===== config.mk =====
export PLATFORM = sky130hd
export DESIGN_NAME = interval_timer_ctrl
export DESIGN_NICKNAME = d
export VERILOG_FILES = /design/src/rtl/interval_timer_ctrl.sv
export SDC_FILE = /design/constraint.sdc
export NUM_CORES = 1
export LEC_CHECK = 0
export ABC_AREA = 1
export CAP_MARGIN = 5
export CORE_MARGIN = 5
export CORE_UTILIZATION = 55
export CTS_CLUSTER_SIZE = 30
export DETAILED_ROUTE_END_ITERATION = 8
export PLACE_DENSITY = 0.83
export SYNTH_ARGS = -nofsm -noshare
export SYNTH_HDL_FRONTEND = slang
export SYNTH_SLANG_ARGS = --single-unit
export TNS_END_PERCENT = 20

===== constraint.sdc =====
create_clock -name clk_i -period 4.46 [get_ports clk_i]
set_input_delay 0.446 -clock clk_i [delete_from_list [all_inputs] [get_ports clk_i]]
set_output_delay 0.446 -clock clk_i [all_outputs]
set_load 0.01 [all_outputs]

===== src/rtl/interval_timer_ctrl.sv =====
`default_nettype none
// ============================================================================
//  Module   : interval_timer_ctrl
//  Purpose  : Programmable interval timer controller. Sequences a load/count-up
//             counter through IDLE -> LOAD -> RUN, with a clock prescaler,
//             one-shot or periodic operation, a sticky interrupt and overrun
//             detection.
//  Ports    : clk_i, rst_i          clock / synchronous active-high reset
//             start_i, stop_i       start(restart) and abort commands
//             cfg_mode_i            0 = one-shot, 1 = periodic
//             cfg_period_i          N, expiry after N+1 ticks
//             cfg_prescale_i        P, one tick every P+1 clocks
//             irq_ack_i             clears irq_o and overrun_o
//             busy_o                high in LOAD or RUN
//             remaining_o           ticks left before the final tick
//             expire_o              one-cycle pulse per expiry
//             irq_o, overrun_o      sticky expiry / overrun flags
//  Revision : 1.0  initial release
// ============================================================================
module interval_timer_ctrl #(
   parameter int WORD_WIDTH  = 16,
   parameter int PRESC_WIDTH = 8
) (
   input  logic                   clk_i,
   input  logic                   rst_i,
   input  logic                   start_i,
   input  logic                   stop_i,
   input  logic                   cfg_mode_i,
   input  logic [WORD_WIDTH-1:0]  cfg_period_i,
   input  logic [PRESC_WIDTH-1:0] cfg_prescale_i,
   input  logic                   irq_ack_i,
   output logic                   busy_o,
   output logic [WORD_WIDTH-1:0]  remaining_o,
   output logic                   expire_o,
   output logic                   irq_o,
   output logic                   overrun_o
);

   localparam logic [1:0] c_idle = 2'd0;
   localparam logic [1:0] c_load = 2'd1;
   localparam logic [1:0] c_run  = 2'd2;

   localparam logic [WORD_WIDTH-1:0]  c_cnt_one = WORD_WIDTH'(1);
   localparam logic [PRESC_WIDTH-1:0] c_psc_one = PRESC_WIDTH'(1);

   logic [1:0]             r_state;
   logic [1:0]             w_state_nxt;
   logic                   r_mode;
   logic [WORD_WIDTH-1:0]  r_period;
   logic [PRESC_WIDTH-1:0] r_prescale;
   logic [WORD_WIDTH-1:0]  r_count;
   logic [PRESC_WIDTH-1:0] r_pcount;
   logic                   r_expire;
   logic                   r_irq;
   logic                   r_overrun;

   logic w_capture;
   logic w_hold;
   logic w_tick;
   logic w_expiry;
   logic w_busy;

   // A start without stop captures config in any state (start or restart).
   assign w_capture = start_i & ~stop_i;
   // Neither command present: LOAD/RUN proceed with their normal work.
   assign w_hold    = ~start_i & ~stop_i;
   assign w_tick    = (r_state == c_run) && (r_pcount == r_prescale);
   // The counter counts up from ~N; the tick taken at all-ones is the final one.
   // Commands outrank expiry, so a stop/restart on that edge suppresses it.
   assign w_expiry  = w_tick && (&r_count) && w_hold;

   // ------------------------------------------------------------------
   // State register
   // ------------------------------------------------------------------
   always_ff @(posedge clk_i) begin
      if (rst_i) begin
         r_state <= c_idle;
      end else begin
         r_state <= w_state_nxt;
      end
   end

   // ------------------------------------------------------------------
   // Next-state logic
   // ------------------------------------------------------------------
   always_comb begin
      w_state_nxt = r_state;
      case (r_state)
         c_idle: begin
            if (w_capture) w_state_nxt = c_load;
         end
         c_load: begin
            if (stop_i)       w_state_nxt = c_idle;
            else if (start_i) w_state_nxt = c_load;
            else              w_state_nxt = c_run;
         end
         c_run: begin
            if (stop_i)                   w_state_nxt = c_idle;
            else if (start_i)             w_state_nxt = c_load;
            else if (w_expiry && !r_mode) w_state_nxt = c_idle;
            else                          w_state_nxt = c_run;
         end
         default: w_state_nxt = c_idle;
      endcase
   end

   // ------------------------------------------------------------------
   // Config capture, counter / prescaler datapath and interrupt flags
   // ------------------------------------------------------------------
   always_ff @(posedge clk_i) begin
      if (rst_i) begin
         r_mode     <= 1'b0;
         r_period   <= '0;
         r_prescale <= '0;
         r_count    <= '0;
         r_pcount   <= '0;
         r_expire   <= 1'b0;
         r_irq      <= 1'b0;
         r_overrun  <= 1'b0;
      end else begin
         if (w_capture) begin
            r_mode     <= cfg_mode_i;
            r_period   <= cfg_period_i;
            r_prescale <= cfg_prescale_i;
         end

         if (r_state == c_load && w_hold) begin
            r_count  <= ~r_period;
            r_pcount <= '0;
         end else if (r_state == c_run && w_hold) begin
            if (w_tick) begin
               r_pcount <= '0;
               // Periodic reload happens on the expiry edge itself so the
               // period stays exact (no extra LOAD cycle).
               r_count  <= (w_expiry && r_mode) ? ~r_period : r_count + c_cnt_one;
            end else begin
               r_pcount <= r_pcount + c_psc_one;
            end
         end

         r_expire  <= w_expiry;
         // Set wins over a simultaneous acknowledge.
         r_irq     <= w_expiry | (r_irq & ~irq_ack_i);
         // An acknowledge on the expiry edge means the previous event was
         // serviced in time, so it is not an overrun.
         r_overrun <= (w_expiry & r_irq & ~irq_ack_i) | (r_overrun & ~irq_ack_i);
      end
   end

   // ------------------------------------------------------------------
   // Output decode
   // ------------------------------------------------------------------
   always_comb begin
      w_busy      = (r_state != c_idle);
      busy_o      = w_busy;
      remaining_o = w_busy ? ~r_count : '0;
      expire_o    = r_expire;
      irq_o       = r_irq;
      overrun_o   = r_overrun;
   end

endmodule
`default_nettype wire


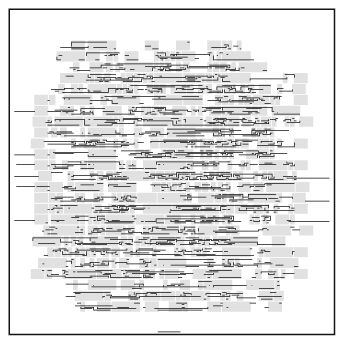
Figure 1: met1 routing.
Scale: 4 px per um.
The longest straight run is 35.0 um. 436 nets have wire on it.
wirelength, routed: 6230 um
DR vias: 2626
global-route track usage on met1: 27.2%

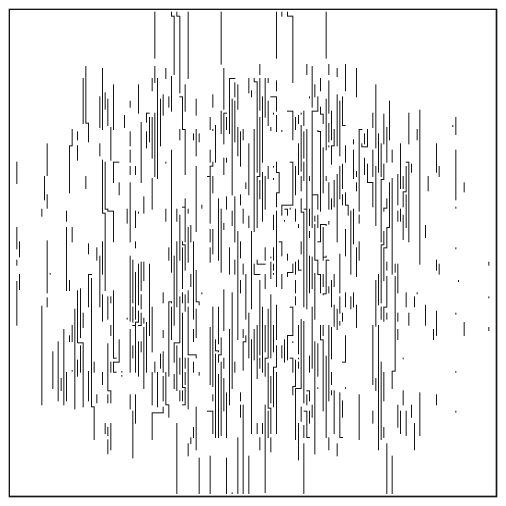
Figure 2: the metal 2 layer.
Scale: 6 px per um.
The layer carries 2830 um of wire. The longest straight run is 29.9 um. 384 nets have wire on it.
met2 Usage GRT: 33.4%

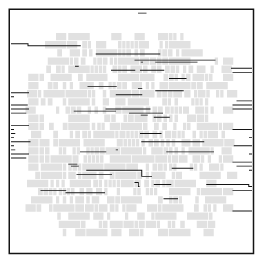
Figure 3: signal wires on met3.
Scale: 3 px per um.
The longest straight run is 26.7 um. The layer holds 7.2% of the routed length. The wires run mostly horizontal. The layer carries 451 um of wire.
met3 usage in global routing: 3.44%

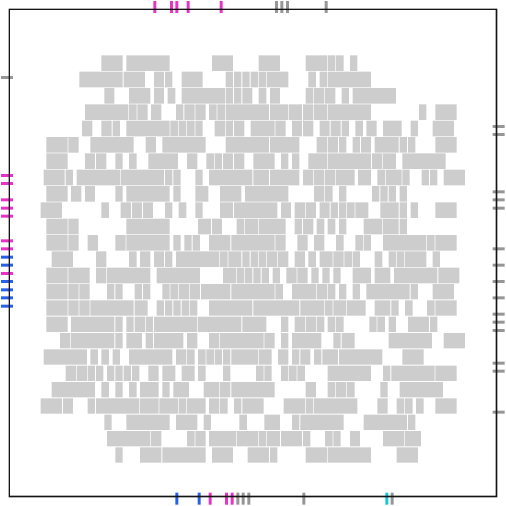
Figure 4: pin map.
Scale: 6 px per um. Pins as bars across the die edge, other pins in grey.
Key: `irq_o` = cyan [pins 1, direction output, edge bottom]; `cfg_prescale_i` = blue [pins 8, direction input, edge 6 left, 2 bottom]; `cfg_period_i` = magenta [pins 16, direction input, edge 8 left, 5 top, 3 bottom]
die extent in y: 81.0 um
horizontal die size: 81.0 um

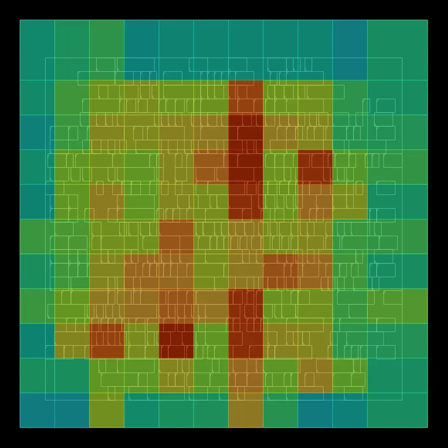
Figure 5: routing congestion.
overall global routing resource usage: 20.5%
wire length per cell: 12.2 um
Most Crowded Layer GR: met2

[state kept, by name (all words and copies together) (netlist names)]
register    cells
irq_o           1
r_state         2
r_period       16
expire_o        1
overrun_o       1
r_prescale      8
r_pcount        8
r_count        16
r_mode          1
[worst max-delay path, cell delays in order (launching register included)]
cell             delay (ns)
dfxtp_1                0.35
nor2_1                 0.83
nor2_1                 0.15
clkdlybuf4s50_1        0.53
[per-layer routing]
layer / up-vias / global-route usage (%) / wire length (um)
li1: 1353 / - / -
met1: 1172 / 27.2 / 2860
met2: 92 / 33.4 / 2830
met3: 9 / 3.44 / 450
met4: 0 / 7.60 / 99
met5: - / 0 / 0
[cells by family (layout without fill, tap and decap cells)]
| family | count (synthesis) | after routing |
|---|---|---|
| compound gates | 72 | 72 |
| xor+xnor | 12 | 12 |
| fa+ha+maj | 2 | 2 |
| buf+inv | 71 | 112 |
| flops | 54 | 54 |
| simple gates | 190 | 190 |
[final timing paths]
| check | startpoint | endpoint | slack, ns | cells past startpoint |
|---|---|---|---|---|
| min reg2reg | r_period[0] | r_period[0] | 0.46 | 2 |
| max reg2reg | r_count[0] | r_count[8] | 2.22 | 13 |
| min | r_period[0] | r_period[0] | 0.46 | 2 |
| max | r_state[0] | remaining_o[15] | 1.85 | 3 |
[layout make-up]
type,instances,area (um^2)
multi-input cells,276,1390
clock buffers,6,82.6
flip-flops and latches,54,1080
inverters,56,210
repair buffers,50,498
well taps,67,83.8
fillers,435,1470
[where the power goes]
group	leakage [uW]	internal [uW]	total, uW	switching, uW
Combinational	0.000965	54.1	108	53.6
Clock	0.0000431	120	264	144
Sequential	0.000440	499	507	8.70
Total	0.00145	673	879	206
==> Table 3: Implementation characteristics <==
Physical implementation characteristics

Parameter                              Value

Logic synthesis
  Synth cell count leaders    nand2_1 (71), nor2_1 (59), dfxtp_1 (54)
  Share of synthesized cell area in and, or, nand and nor gates    a little under a third
  Flops & latches, synth    ~54
  Dominant Register Cell    dfxtp_1
  Post-synthesis async set-or-reset flop share    0%
  Post-Synth AOI/OAI Area    13.9%
  Largest area contributor in the synthesized netlist    dfxtp_1
  Adder-cell share of the synthesized area    0.904%
  Number of warnings printed during yosys synthesis    0
  Number of flops mapped to enable cells by yosys    0
  Dominant cells by area after synthesis    dfxtp_1 (39%), nand2_1 (9.6%), nor2_1 (8.0%)
  Total cells reported by yosys after synthesis    between 400 and 500
  Biggest combinational cell group after synthesis    simple AND/OR/NAND/NOR gates
  MUX share of area    0%
  Number of cells produced by synthesis    401
  Yosys Chip Area    ~2800 um^2
  Xor/xnor share    under 10%
  Proportion of synthesized chip area in sequential cells    between 30% and 40%
  Avg Cell Area, Syn    just under 7 um^2
  Post-synth net total    ~430
  Netlist area before placement    2770 um^2
  Count of cell types in the netlist    34
  Area share of the largest cell type after synthesis    39.0%

Global route
  Antenna violations before repair    0
  Wire length of the first global-routing pass    10600 um
  Remaining Overflow, GRT    0
  Largest net degree at the start of global routing    about 43
  Number of global-route vias before repair    ~2400

Placed design
  Placement-stage worst setup slack    ~1.8 ns
  Placed standard-cell area    3270 um^2
  Hpwl dp    4630 um
  Placer Congestion    0.861
  Placed cell count    503

Hold path
  Type of the most critical hold path    flip-flop to flip-flop

Power
  Power per Cell Area    approximately 260 nW/um^2
  Total Power    about 880 uW
  Static power due to leakage    approximately 0.0014 uW
  Maximum ir drop on the vdd rail    roughly 0.23 mV

Layout
  Post-route non-filler standard cell count    ~510
  Post-synthesis to final-layout area growth    20.9%
  # nets final    around 480
  Most common cell after layout, fill and taps aside    nand2_1
  Antenna cells    0
  Share of final-layout standard cells stronger than drive strength 1    about 7.5%
  Layout Utilization    around 70%
  Top cells excl fill/tap    nand2_1 (71), nor2_1 (59), dfxtp_1 (54)
  Final non-filler cell area    ~3300 um^2

CTS
  TritonCTS clock tree    built
  CTS Buf Count    5
  CTS root buf    clkbuf_8
  H-Tree Depth    2
  Count of hold buffers inserted by post-cts repair    0
  Post-CTS Setup Inserts    0
  Clock transition at the register clock pins on the worst setup and hold paths after CTS    0.09 ns
  CTS Sinks    approximately 54
  Post-CTS Resized    0

STA
  Tightest hold margin    0.462 ns
  Final tally of setup violations    0
  Count of final max-slew check failures    0
  Time the final worst path needs with I/O delays and setup    about 2.6 ns
  Final hold violations    0
  Worst-margin pin slew    between 1 and 1.5 ns
  Highest clock rate    383 MHz
  Post-Route Skew    approximately 0.0042 ns
  Post-layout period usage of the worst path    58.6%
  Max-Slew Margin vs Limit    28.1%
  Setup slack of the critical path after layout    approximately 1.8 ns
  TNS Setup    0 ns
  RSZ-0062 raised after global routing    false

Floorplan
  Area of the placeable core    approximately 4800 um^2
  # IOs    ~50
  FP Util    a little under three fifths
  Floorplan die area    6550 um^2
  Row Count    25

Setup path
  Critical Path End Type    primary output
  Required time of the worst setup path    ~4 ns
  Kind of start point of the critical path    flip-flop
  Worst Path Arrival    roughly 2.2 ns
  Crit Path Class    flip-flop to primary output

Job
  Total tool warning count    26
  Number of violations of the max-capacitance limit    0

Route
  Average via count per standard cell    slightly above 5
  Starting DRC count in detailed routing    between 150 and 200
  First drt pass iteration count    5
  Post-detailed-route count of antenna-violating nets    0

Status
  Result of the run    complete, no violations
Power and IR drop assume default switching activity.
